## src/rtl/mux2.sv

```systemverilog
// mux2: registered 2-to-1 word selector forming a stallable/flushable pipeline boundary
module mux2 #(
    parameter int              WIDTH       = 32,
    parameter logic [WIDTH-1:0] RESET_VALUE = '0
) (
    input  logic             clk,
    input  logic             reset,
    input  logic [WIDTH-1:0] in1,
    input  logic [WIDTH-1:0] in2,
    input  logic             sel,
    input  logic             en,
    input  logic             flush,
    output logic [WIDTH-1:0] out,
    output logic             out_sel,
    output logic             out_eq
);
    logic [WIDTH-1:0] nxt;
    logic             nxt_sel;
    logic [WIDTH-1:0] out_d, out_q;
    logic             sel_d, sel_q;
    logic             eq_d, eq_q;

    // pick the source; an if (not a ternary) so an unknown sel falls to in1 instead of merging X
    always_comb begin
        nxt     = in1;
        nxt_sel = 1'b0;
        if (sel) begin
            nxt     = in2;
            nxt_sel = 1'b1;
        end
    end

    // next-state: flush beats stall, stall holds, otherwise load the selected word
    always_comb begin
        out_d = flush ? RESET_VALUE : en ? nxt : out_q;
        sel_d = flush ? 1'b0 : en ? nxt_sel : sel_q;
        eq_d  = flush ? 1'b0 : en ? (in1 == in2) : eq_q;
    end

    // stage register, cleared immediately by reset
    always_ff @(posedge clk or posedge reset) begin
        if (reset) begin
            out_q <= RESET_VALUE;
            sel_q <= 1'b0;
            eq_q  <= 1'b0;
        end else begin
            out_q <= out_d;
            sel_q <= sel_d;
            eq_q  <= eq_d;
        end
    end

    assign out     = out_q;
    assign out_sel = sel_q;
    assign out_eq  = eq_q;
endmodule

```

## config.mk

```make
export PLATFORM = sky130hd
export DESIGN_NAME = mux2
export DESIGN_NICKNAME = d
export VERILOG_FILES = /design/src/rtl/mux2.sv
export SDC_FILE = /design/constraint.sdc
export NUM_CORES = 1
export LEC_CHECK = 0
export CORE_MARGIN = 3
export CORE_UTILIZATION = 43
export CTS_CLUSTER_DIAMETER = 50
export DETAILED_ROUTE_END_ITERATION = 8
export PLACE_DENSITY_LB_ADDON = 0.12
export SKIP_CTS_REPAIR_TIMING = 1
export SLEW_MARGIN = 20
export SYNTH_ARGS = -nofsm -noshare
export SYNTH_HDL_FRONTEND = slang
export SYNTH_SLANG_ARGS = --single-unit
```

## constraint.sdc

```tcl
create_clock -name clk -period 2.6 [get_ports clk]
set_input_delay 0.39 -clock clk [delete_from_list [all_inputs] [get_ports clk]]
set_output_delay 0.39 -clock clk [all_outputs]
set_load 0.02 [all_outputs]
```

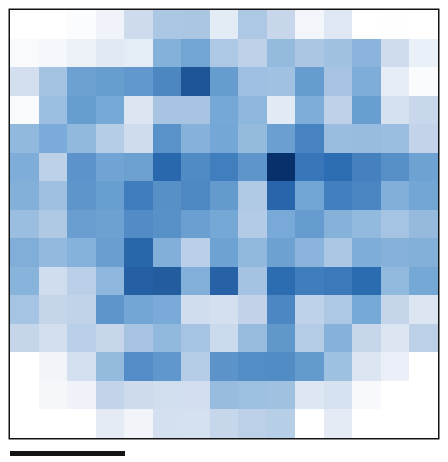
(signal metal coverage by tile)
The bar under the picture is 20 um long. 15 x 15 tiles, from white (low) to dark blue (high), scaled to the fullest tile. Values are wire area over tile area, all layers added.
nearly empty tiles: 8.0%
tiles over half the peak: 31%
fullest tile: 0.43
emptiest ninth of the die: bottom right
mean over tiles: 0.16

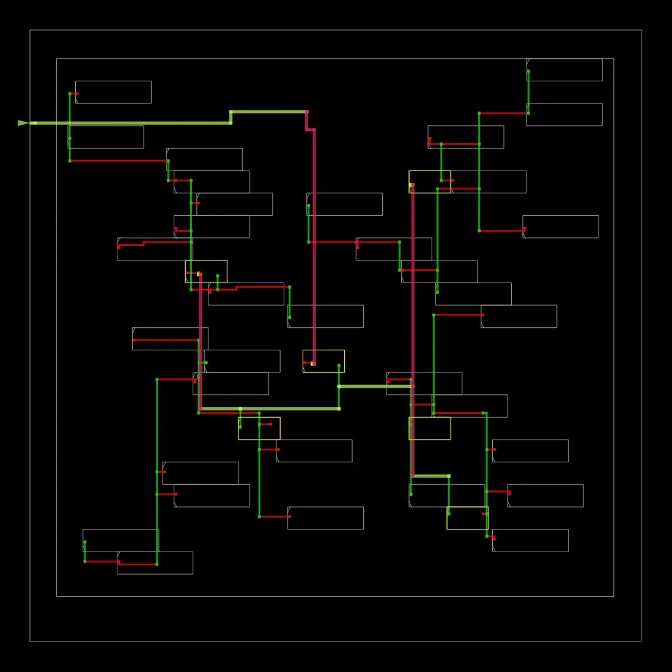
(the clock network)
FFs & Latches: 34
Clock group: 385 uW
Post-Route Skew: 0 ns
Skew-Pair Late Insertion Delay: 0.29 ns

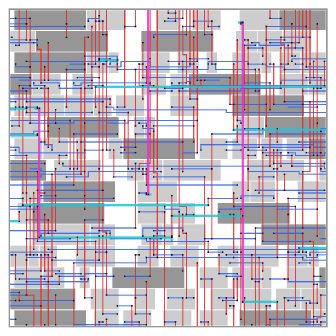
(a small window of the routed layout)
Region (17, 17) to (57, 57) um. Cells in gray, sequential cells in the stronger gray; small squares are vias.
legend:
  red:
    layer: metal 2
  blue:
    layer: metal 1
  magenta:
    layer: metal 4
  cyan:
    layer: metal 3
most frequent: clkdlybuf4s50_1 (22), dfrtp_1 (19)
cells with their middle in the window: 111
netlist names of flops here include: out (17)
sequential cells in the window: 19

## worst paths after layout
path                                startpoint             endpoint  cells past startpoint
max                         out[9]$_DFFE_PP0P_               out[9]                      1
min                         out_eq$_DFFE_PP0P_   out_eq$_DFFE_PP0P_                      2
max reg2reg                out[23]$_DFFE_PP0P_  out[23]$_DFFE_PP0P_                      2
min reg2reg                 out_eq$_DFFE_PP0P_   out_eq$_DFFE_PP0P_                      2
max in group asynchronous                reset  out[12]$_DFFE_PP0P_                      3
min in group asynchronous                reset   out[2]$_DFFE_PP0P_                      3
## cells in the final DEF (no fill, tap or decap), types with 3 or more instances in the layout
cell	instances
nand4_1	6
xnor2_1	23
mux2i_1	33
nor4_1	3
a211oi_1	32
xor2_1	9
buf_4	3
clkbuf_8	6
nor2_1	34
clkdlybuf4s50_1	100
dfrtp_1	34
==> impl_metrics.yaml <==
# yosys + openroad results
floorplan:
  ios: 103
  core_area_um2: 4410
logic_synthesis:
  synth_xor_xnor_area_share: 0.140
  post-synth-top-area-fraction: 0.426
  synthTopCellsByCount: "dfrtp_1, nor2_1, mux2i_1, a211oi_1, xnor2_1"
  synth_cells: 194
  syn_area_per_cell_um2: 10.3
  simple_gate_area_frac: 0.101
outcome:
  status: "finished clean"
place:
  io_buffers: 102
  post_dp_cell_area_um2: 3050
job:
  max_cap_violations: 0
clocking:
  cts_sinks: 34
  clock_path_buffers: 2
  htreeDepth: 2
  cts_root_buffer: "clkbuf_8"
detailed_routing:
  drtPass1Iterations: 4
  via_count: 1807
  m1WireLength_um: 2340
  wl_per_cell_um: 15.8
  drt_iter0_drc: 92
  met2_length_um: 2530
  drcViolationCount: 0
worst_setup_path:
  crit_buf_inv: 1
  crit_required_ns: 2.21
  critPathLaunchType: "register"
  critPathMaxStageDelay_ns: 0.61
  path_max_fanout: 2
  path_class: "register to output pin"
global_route:
  top_usage_layer: "met2"
  met3_usage: 0.0568
  antenna_found_initial: 0
  grt_max_degree: 39
layout:
  fin_area_um2: 3130
  comb_area_frac: 0.337
  nets: 362
  seq_share: 0.272
  seqCellArea_um2: 851
  insertedDiodeCount: 0
  inv_count: 1
  logic_area_um2: 1060
  fillCellCount: 368
power:
  seq-power_uw: 585
  p_per_area_nw_per_um2: 447
  power_combinational_uw: 431
  internal_power_uw: 1000
final_timing:
  hold_ws_ns: 0.494
  fmaxAchievable_mhz: 601
worst_hold_path:
  worst_hold_path_type: "register to register"
Power and IR drop assume default switching activity.
